==> src/rtl/ptp_as_pkg.sv <==
// Shared types and defaults for the PTP sync scheduler.
package ptp_as_pkg;

  typedef enum logic [1:0] {
    ST_IDLE     = 2'd0,
    ST_XFER     = 2'd1,
    ST_WAIT_END = 2'd2
  } sched_state_t;

  // 10 ms at 250 MHz
  localparam int unsigned TMO_CYCLES_DEF = 2_500_000;

  function automatic int unsigned idx_width(input int unsigned n);
    return (n > 1) ? $clog2(n) : 1;
  endfunction

endpackage

==> src/rtl/ptp_prio_enc.sv <==
// Fixed-priority encoder: lowest set bit wins, one-hot and binary index out.
module ptp_prio_enc
  import ptp_as_pkg::*;
#(
  parameter int PORT_NUM = 8
) (
  input  logic [PORT_NUM-1:0]            req,
  output logic [PORT_NUM-1:0]            onehot,
  output logic [idx_width(PORT_NUM)-1:0] idx,
  output logic                           any
);

  localparam int IDX_W = idx_width(PORT_NUM);

  always_comb begin
    onehot = '0;
    idx    = '0;
    any    = 1'b0;
    for (int i = 0; i < PORT_NUM; i++) begin
      if (req[i] && !any) begin
        onehot[i] = 1'b1;
        idx       = IDX_W'(i);
        any       = 1'b1;
      end
    end
  end

endmodule

==> src/rtl/ptp_sync_sched.sv <==
// PTP sync-round scheduler: grants one MAC port at a time to the AS engine.
// Optional session watchdog enabled by defining PTP_SCHED_WATCHDOG_EN.
//
// state       | meaning
// ST_IDLE     | no session; pick lowest eligible port (req & link)
// ST_XFER     | granted port is streaming frames to the AS engine
// ST_WAIT_END | last beat seen, waiting for channel_end from the engine
module ptp_sync_sched
  import ptp_as_pkg::*;
#(
  parameter int PORT_NUM   = 8,
  parameter int TMO_WIDTH  = 24,
  parameter int TMO_CYCLES = TMO_CYCLES_DEF
) (
  input  logic                            i_clk,
  input  logic                            i_rst_n,
  input  logic [PORT_NUM-1:0]             i_req,
  input  logic [PORT_NUM-1:0]             i_link,
  output logic [PORT_NUM-1:0]             o_ack,
  output logic [PORT_NUM-1:0]             o_grant,
  output logic [idx_width(PORT_NUM)-1:0]  o_grant_idx,
  output logic                            o_busy,
  input  logic                            i_as_valid,
  input  logic                            i_as_ready,
  input  logic                            i_as_last,
  input  logic                            i_channel_end,
  output logic                            o_abort,
  output logic                            o_timeout
);

  localparam int IDX_W = idx_width(PORT_NUM);

  sched_state_t        state;
  logic                armed;
  logic [PORT_NUM-1:0] eligible;
  logic [PORT_NUM-1:0] sel_onehot;
  logic [IDX_W-1:0]    sel_idx;
  logic                sel_any;
  logic                link_ok;
  logic                hs_last;
  logic                wd_hit;
  logic                sess_end;
  logic                end_abort;
  logic                end_tmo;

  assign eligible = i_req & i_link;

  ptp_prio_enc #(.PORT_NUM(PORT_NUM)) u_prio_enc (
    .req    (eligible),
    .onehot (sel_onehot),
    .idx    (sel_idx),
    .any    (sel_any)
  );

  assign link_ok = |(i_link & o_grant);
  assign hs_last = i_as_valid & i_as_ready & i_as_last;

`ifdef PTP_SCHED_WATCHDOG_EN
  localparam logic [TMO_WIDTH-1:0] TMO_LAST = TMO_WIDTH'(TMO_CYCLES - 1);

  logic [TMO_WIDTH-1:0] wdog_cnt;

  // Cleared on the grant edge so the first session cycle reads zero.
  always_ff @(posedge i_clk or negedge i_rst_n) begin
    if (!i_rst_n) begin
      wdog_cnt <= '0;
    end else if (state == ST_IDLE) begin
      if (armed && sel_any) wdog_cnt <= '0;
    end else if (wdog_cnt != '1) begin
      wdog_cnt <= wdog_cnt + 1'b1;
    end
  end

  assign wd_hit = (wdog_cnt >= TMO_LAST);
`else
  assign wd_hit = 1'b0;
`endif

  // Link drop beats channel_end, which beats the watchdog.
  always_comb begin
    end_abort = !link_ok;
    end_tmo   = link_ok && !i_channel_end && wd_hit;
    sess_end  = !link_ok || i_channel_end || wd_hit;
  end

  always_ff @(posedge i_clk or negedge i_rst_n) begin
    if (!i_rst_n) begin
      state       <= ST_IDLE;
      armed       <= 1'b0;
      o_ack       <= '0;
      o_grant     <= '0;
      o_grant_idx <= '0;
      o_busy      <= 1'b0;
      o_abort     <= 1'b0;
      o_timeout   <= 1'b0;
    end else begin
      armed     <= 1'b1;
      o_ack     <= '0;
      o_abort   <= 1'b0;
      o_timeout <= 1'b0;
      case (state)
        ST_IDLE: begin
          if (armed && sel_any) begin
            state       <= ST_XFER;
            o_ack       <= sel_onehot;
            o_grant     <= sel_onehot;
            o_grant_idx <= sel_idx;
            o_busy      <= 1'b1;
          end
        end
        ST_XFER, ST_WAIT_END: begin
          if (sess_end) begin
            state       <= ST_IDLE;
            o_grant     <= '0;
            o_grant_idx <= '0;
            o_busy      <= 1'b0;
            o_abort     <= end_abort;
            o_timeout   <= end_tmo;
          end else if (state == ST_XFER && hs_last) begin
            state <= ST_WAIT_END;
          end
        end
        default: state <= ST_IDLE;
      endcase
    end
  end

endmodule

==> config.mk <==
export PLATFORM = sky130hd
export DESIGN_NAME = ptp_sync_sched
export DESIGN_NICKNAME = d
export VERILOG_FILES = /design/src/rtl/ptp_as_pkg.sv /design/src/rtl/ptp_prio_enc.sv /design/src/rtl/ptp_sync_sched.sv
export SDC_FILE = /design/constraint.sdc
export NUM_CORES = 1
export LEC_CHECK = 0
export CAP_MARGIN = 20
export CORE_MARGIN = 1.5
export CORE_UTILIZATION = 39
export DETAILED_ROUTE_END_ITERATION = 16
export GPL_ROUTABILITY_DRIVEN = 1
export MAX_ROUTING_LAYER = met4
export PLACE_DENSITY = 0.79
export SLEW_MARGIN = 20
export SYNTH_ARGS = -nofsm -noshare
export SYNTH_HDL_FRONTEND = slang
export SYNTH_SLANG_ARGS = --single-unit
==> constraint.sdc <==
create_clock -name i_clk -period 1.6 [get_ports i_clk]
set_input_delay 0.32 -clock i_clk [delete_from_list [all_inputs] [get_ports i_clk]]
set_output_delay 0.32 -clock i_clk [all_outputs]
set_load 0.02 [all_outputs]
==> run_1/m3.png <==
Scale: 4 px per um. Cells faint in the background.
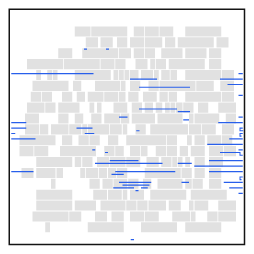
wire length on this layer	222 um
main direction	horizontal
longest straight run	20.2 um
nets with wire on the layer	44

==> run_1/floorplan.png <==
Scale: 6 px per um. Pins as bars on the die edge. Tap cells in gray.
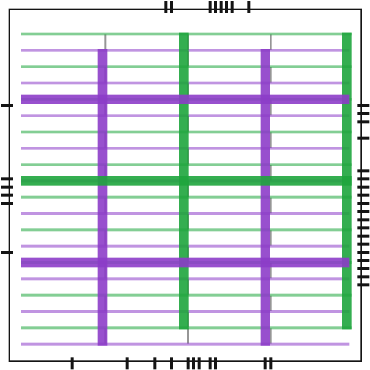
net	color
VSS	purple
VDD	green
tap cells	31
met1 rails	20
rows	19
signal pins	44
met4 straps	4

==> run_1/layers.png <==
Scale: 6 px per um.
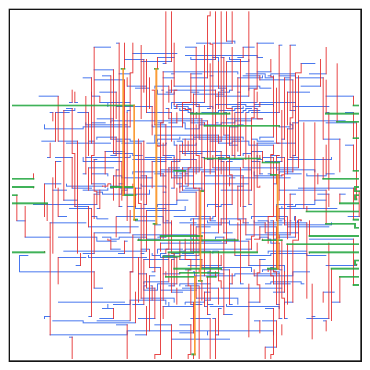
layer	color	wire length
M4	orange	110 um
M2	red	1950 um
M3	green	222 um
M1	blue	1540 um

==> job_summary.md, run 1 <==
### Yosys + OpenROAD results

| Metric | Value |
|---|---|
| XOR-XNOR Cells, Area Fraction | `0` |
| Worst path slowest cell | `dfrtp_2` |
| Status | `finished with violations` |
| Final worst slack | `-0.127 ns` |
| Hold Fails Final Rpt | `0` |
| Minimum clock period | `1.73 ns` |
| Non-clock inverter count | `6` |
| Yosys warnings | `0` |
| Synth Seq Share | `0.502` |
| Yosys stat area | `1200 um^2` |
| CTS root buffer | `clkbuf_4` |
| Failing checks | `setup timing` |
| R2R depth | `5` |
| Peak VDD IR | `0.000623 V` |
| Wl on met1 | `1.54 mm` |
| Reg2reg end | `state[1]` |
| Dpl ws | `-0.477 ns` |
| Seq_cells | `24` |
| Pint | `1430 uW` |
| Cell total in the yosys stat output | `113` |
| ClkCell Share | `0.0126` |
| Post-route cell area | `2090 um^2` |
| Post-synth area hogs | `dfrtp_1 50%, nand2_1 4.7%, a22o_2 4.2%, ha_1 3.1%, a32o_1 2.5%` |
| Log Warnings | `31` |
| CLK BUF | `4` |
| Clock group | `285 uW` |
| Max-slew violation count | `0` |
| Comb. cell area | `693 um^2` |
| Crit path launch type | `flop` |
| Metal3 WL | `222 um` |
| Largest net degree at the start of global routing | `25` |
| Syn Inst Count | `113` |
| Global-route wire length before repair | `5.91 mm` |
| Combinational share of cell area | `0.331` |
| # fillers | `205` |
| Row count | `19` |
| Met3 GRT Util | `0.0242` |
| Setup_tns | `-0.714 ns` |
| Adder share | `0.0313` |
| WHS | `0.355 ns` |
| Core region area | `2830 um^2` |
| Post-CTS Setup Inserts | `2` |
| Vias per std cell | `5.72` |
| Pwr Total | `2300 uW` |
| Non-Filler Instances | `227` |
| CTS tree | `done` |
| Aggregate global routing overflow | `0` |
| Final GP Congestion | `0.932` |
| Sw Share | `0.378` |
| Fin crit share | `1.08` |
| Post-DRT Antenna Nets | `0` |
| GR Layer Usage met1 | `0.285` |
| Nets | `222` |
| Yosys aoi share | `0.253` |
| Flop area | `602 um^2` |
| Seq pwr share | `0.338` |
| Yosys reg bits | `24` |
| DP Area | `1920 um^2` |
| Number of logic gates | `81` |
| MUX share of area | `0` |
| Worst Hold Class | `in -> async` |
| Clock buffer depth | `2` |
| Share of layout cells above drive strength 1 | `0.357` |
| Top power group | `combinational logic` |
| Most numerous logic cell after layout | `buf_4` |
| Clock sink count | `24` |
| Critical path arrival | `1.94 ns` |
| Fmax | `579 MHz` |
| Detail Placement HPWL | `2.85 mm` |
| Num tapcells | `31` |
| Cell depth of the worst setup path | `5` |
| Non-clock buffer share | `0.339` |
| WP data required | `1.82 ns` |
| EDFF count, synth | `0` |
| First DRT Iteration DRCs | `41` |
| DR vias | `1298` |
| Global routing met2 resource utilization | `0.396` |
| Die X | `58.4 um` |
| Final setup fails | `11` |
| Post_cts resized | `37` |
| Cell type with the largest total area | `dfrtp_1` |
| Wire per inst | `16.8 um` |
| Nonclk buf count | `81` |
| Worst path max stage delay | `0.44 ns` |
| Synth unique cells | `36` |
| Clock Latency Late Sink | `0.32 ns` |
| Sequential cell power | `779 uW` |
| First-pass DRT Iterations | `4` |
| DRT Wirelength | `3.82 mm` |
## Run 2: what changed since run 1
GPL_TIMING_DRIVEN = 0   (was default)
==> run_2/m2.png <==
Scale: 4 px per um.
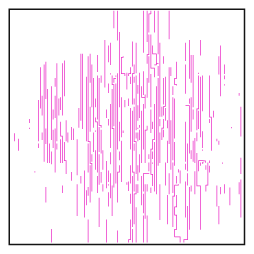
longest straight run	26.9 um
nets with wire on the layer	181
wire length on this layer	1730 um

==> run_2/m3.png <==
Scale: 4 px per um. Cells faint in the background.
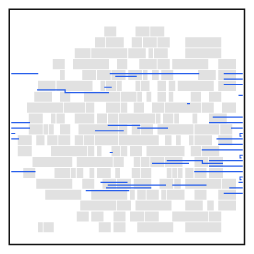
longest straight run	22.1 um
main direction	horizontal
wire length on this layer	261 um
share of all routed wire	7.8%

==> job_summary.md, run 2 <==
### Yosys + OpenROAD results

| Metric | Value |
|---|---|
| Status | `finished with violations (unchanged)` |
| Failing checks | `setup timing (unchanged)` |
| Pwr Total | `2090 uW (was 2300 uW)` |
| Reg2reg setup slack | `-0.12 ns (was -0.13 ns)` |
| GR Layer Usage met1 | `0.270 (was 0.285)` |
| CP bufs+invs | `1 (unchanged)` |
| GR Util All Layers | `0.222 (was 0.234)` |
| Number of logic gates | `82 (was 81)` |
| Comb. cell area | `669 um^2 (was 693 um^2)` |
| Basic Gates by Area | `0.180 (unchanged)` |
| Post-DRT Antenna Nets | `0 (unchanged)` |
| Cell type with the largest total area | `dfrtp_1 (unchanged)` |
| Wl on met1 | `1.34 mm (was 1.54 mm)` |
| Clock Power Share | `0.138 (was 0.124)` |
| Peak VDD IR | `0.000572 V (was 0.000623 V)` |
| Num tapcells | `31 (unchanged)` |
| Psw | `810 uW (was 871 uW)` |
| Non-Filler Instances | `201 (was 227)` |
| Sw Share | `0.387 (was 0.378)` |
| Syn Inst Count | `113 (unchanged)` |
| Crit-path cells | `a22o_4 > o41ai_4 > buf_6 > o21ai_2 > a22o_2 (was a22o_4 > o41ai_4 > buf_4 > nor2_4 > a211o_1)` |
| Nets | `196 (was 222)` |
| Clock sink count | `24 (unchanged)` |
| Global routing met2 resource utilization | `0.385 (was 0.396)` |
| Log Warnings | `31 (unchanged)` |
| Post-synth top cells | `24 x dfrtp_1, 15 x nand2_1, 6 x inv_1, 5 x a22o_2, 5 x nor2_1 (unchanged)` |
| # fillers | `220 (was 205)` |
| Final worst slack | `-0.124 ns (was -0.127 ns)` |
| RSZ-0062 raised after global routing | `yes (unchanged)` |
| Most numerous logic cell after layout | `dfrtp_1 (was buf_4)` |
| Comb pwr | `1020 uW (was 1240 uW)` |
| Minimum clock period | `1.72 ns (was 1.73 ns)` |
| Final GP Congestion | `0.951 (was 0.932)` |
| Max-slew violation count | `0 (unchanged)` |
| Most frequent cells in the layout | `23 x dfrtp_1, 15 x clkdlybuf4s50_1, 14 x nand2_1, 14 x dlygate4sd2_1, 12 x dlymetal6s2s_1 (was 36 x buf_4, 23 x dfrtp_1, 20 x dlygate4sd2_1)` |
| Non-clock inverter count | `6 (unchanged)` |
| Yosys aoi share | `0.253 (unchanged)` |
| Aggregate global routing overflow | `0 (unchanged)` |
| Clock skew | `0.00207 ns (was 0.0103 ns)` |
| CLK BUF | `4 (unchanged)` |
| Pint | `1280 uW (was 1430 uW)` |
| GR peak layer | `met2 (unchanged)` |
| Seq_cells | `24 (unchanged)` |
| Crit path launch type | `flop (unchanged)` |
| Port bufs | `42 (unchanged)` |
| Vias per std cell | `5.87 (was 5.72)` |
| Worst Hold Class | `in -> reg (was in -> async)` |
| Detail Placement HPWL | `2.19 mm (was 2.85 mm)` |
| Die area | `3410 um^2 (unchanged)` |
| Critical path launch point | `o_grant[2] (unchanged)` |
| Worst-path clk slew | `0.14 ns (about the same)` |
| R2R depth | `5 (unchanged)` |
| CP endpoint | `o_grant[0] (was state[1])` |
| Post_cts resized | `31 (was 37)` |
| XOR-XNOR Cells, Area Fraction | `0 (unchanged)` |
| First-pass DRT Iterations | `4 (unchanged)` |
| Global-route wire length before repair | `5.55 mm (was 5.91 mm)` |
| MUX share of area | `0 (unchanged)` |
| Clock Latency Late Sink | `0.32 ns (about the same)` |
| Flop area | `602 um^2 (unchanged)` |
| DRT Wirelength | `3.36 mm (was 3.82 mm)` |
| Slew HR | `0.636` |
| Reg2reg end | `o_grant[0] (was state[1])` |
| Yosys reg bits | `24 (unchanged)` |
| Die X | `58.4 um (unchanged)` |
| H-tree levels | `1 (unchanged)` |
| Top-area cell share | `0.502 (unchanged)` |
| Fmax | `580 MHz (was 579 MHz)` |
| EDFF count, synth | `0 (unchanged)` |
| Setup_tns | `-0.922 ns (was -0.714 ns)` |
| Clock buffer depth | `2 (unchanged)` |
| CTS root buffer | `clkbuf_4 (unchanged)` |
| WP data required | `1.83 ns (was 1.82 ns)` |
| Fin crit share | `1.08 (about the same)` |
| Leading cell category by total area | `logic gates (was buffers)` |
| Met3 GRT Util | `0.0286 (was 0.0242)` |
| I/O pins | `44 (unchanged)` |
| Post-route cell area | `1880 um^2 (was 2090 um^2)` |
| Yosys warnings | `0 (unchanged)` |
| FP Util | `0.423 (unchanged)` |
| Core region area | `2830 um^2 (unchanged)` |
| Combinational share of cell area | `0.355 (was 0.331)` |
| Share of layout cells above drive strength 1 | `0.218 (was 0.357)` |
| Largest regs | `o_ack (8), o_grant (8), o_grant_idx (3) (unchanged)` |
| Clock group | `289 uW (was 285 uW)` |
| Die height | `58.4 um (unchanged)` |
| CTS tree | `done (unchanged)` |
| DP Area | `1660 um^2 (was 1920 um^2)` |
| ClkCell Share | `0.0140 (was 0.0126)` |
| Cell Area, Synth | `1200 um^2 (unchanged)` |
| Post-CTS Setup Inserts | `8 (was 2)` |
| Critical path arrival | `1.95 ns (was 1.94 ns)` |
| Synthesized area per cell | `10.6 um^2 (unchanged)` |
| DRC | `0 (unchanged)` |
| Wire per inst | `16.7 um (was 16.8 um)` |
| N_diodes | `0 (unchanged)` |
| Hold Fails Final Rpt | `0 (unchanged)` |
| Row count | `19 (unchanged)` |
| Async S/R FF share, synth | `1.00 (unchanged)` |
| Final setup fails | `11 (unchanged)` |
| Seq pwr share | `0.373 (was 0.338)` |
| Cell depth of the worst setup path | `5 (unchanged)` |
| Sequential cell power | `781 uW (was 779 uW)` |
| Register share of the cell area | `0.320 (was 0.288)` |
| DR vias | `1179 (was 1298)` |
| WHS | `0.372 ns (was 0.355 ns)` |
| Nonclk buf count | `54 (was 81)` |
| Cell total in the yosys stat output | `113 (unchanged)` |
| Dpl ws | `-0.594 ns (was -0.477 ns)` |
| Slew @ Worst Pin | `0.546 ns` |
| Top power group | `combinational logic (unchanged)` |
| Worst path max stage delay | `0.45 ns (was 0.44 ns)` |
| Max Used Layer | `met4 (unchanged)` |
| Initial antenna violation count | `0 (unchanged)` |
| Worst hold endpoint | `o_ack[2]` |
| Metal3 WL | `261 um (was 222 um)` |
| First DRT Iteration DRCs | `56 (was 41)` |
| Post-synth area hogs | `dfrtp_1 50%, nand2_1 4.7%, a22o_2 4.2%, ha_1 3.1%, a32o_1 2.5% (unchanged)` |
| Hold Crit Depth | `3` |
| Worst path slowest cell | `dfrtp_2 (unchanged)` |
| Largest net degree at the start of global routing | `25 (unchanged)` |
| Synth unique cells | `36 (unchanged)` |
| Vias in the first global route | `1176 (was 1289)` |
| Adder share | `0.0313 (unchanged)` |
| Synth Seq Share | `0.502 (unchanged)` |
| Yosys stat area | `1200 um^2 (unchanged)` |
| Non-clock buffer share | `0.278 (was 0.339)` |
==> run_2/layers.png <==
Scale: 6 px per um.
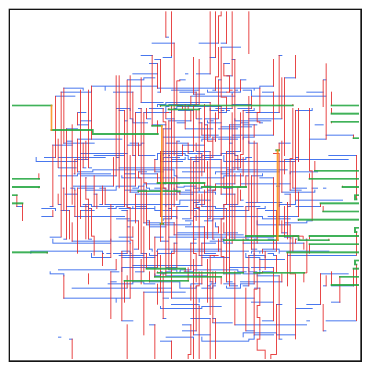
layer	color	wire length
M3	green	261 um
M2	red	1730 um
M4	orange	35.4 um
M1	blue	1340 um

Power is estimated from default activity; no workload was simulated.
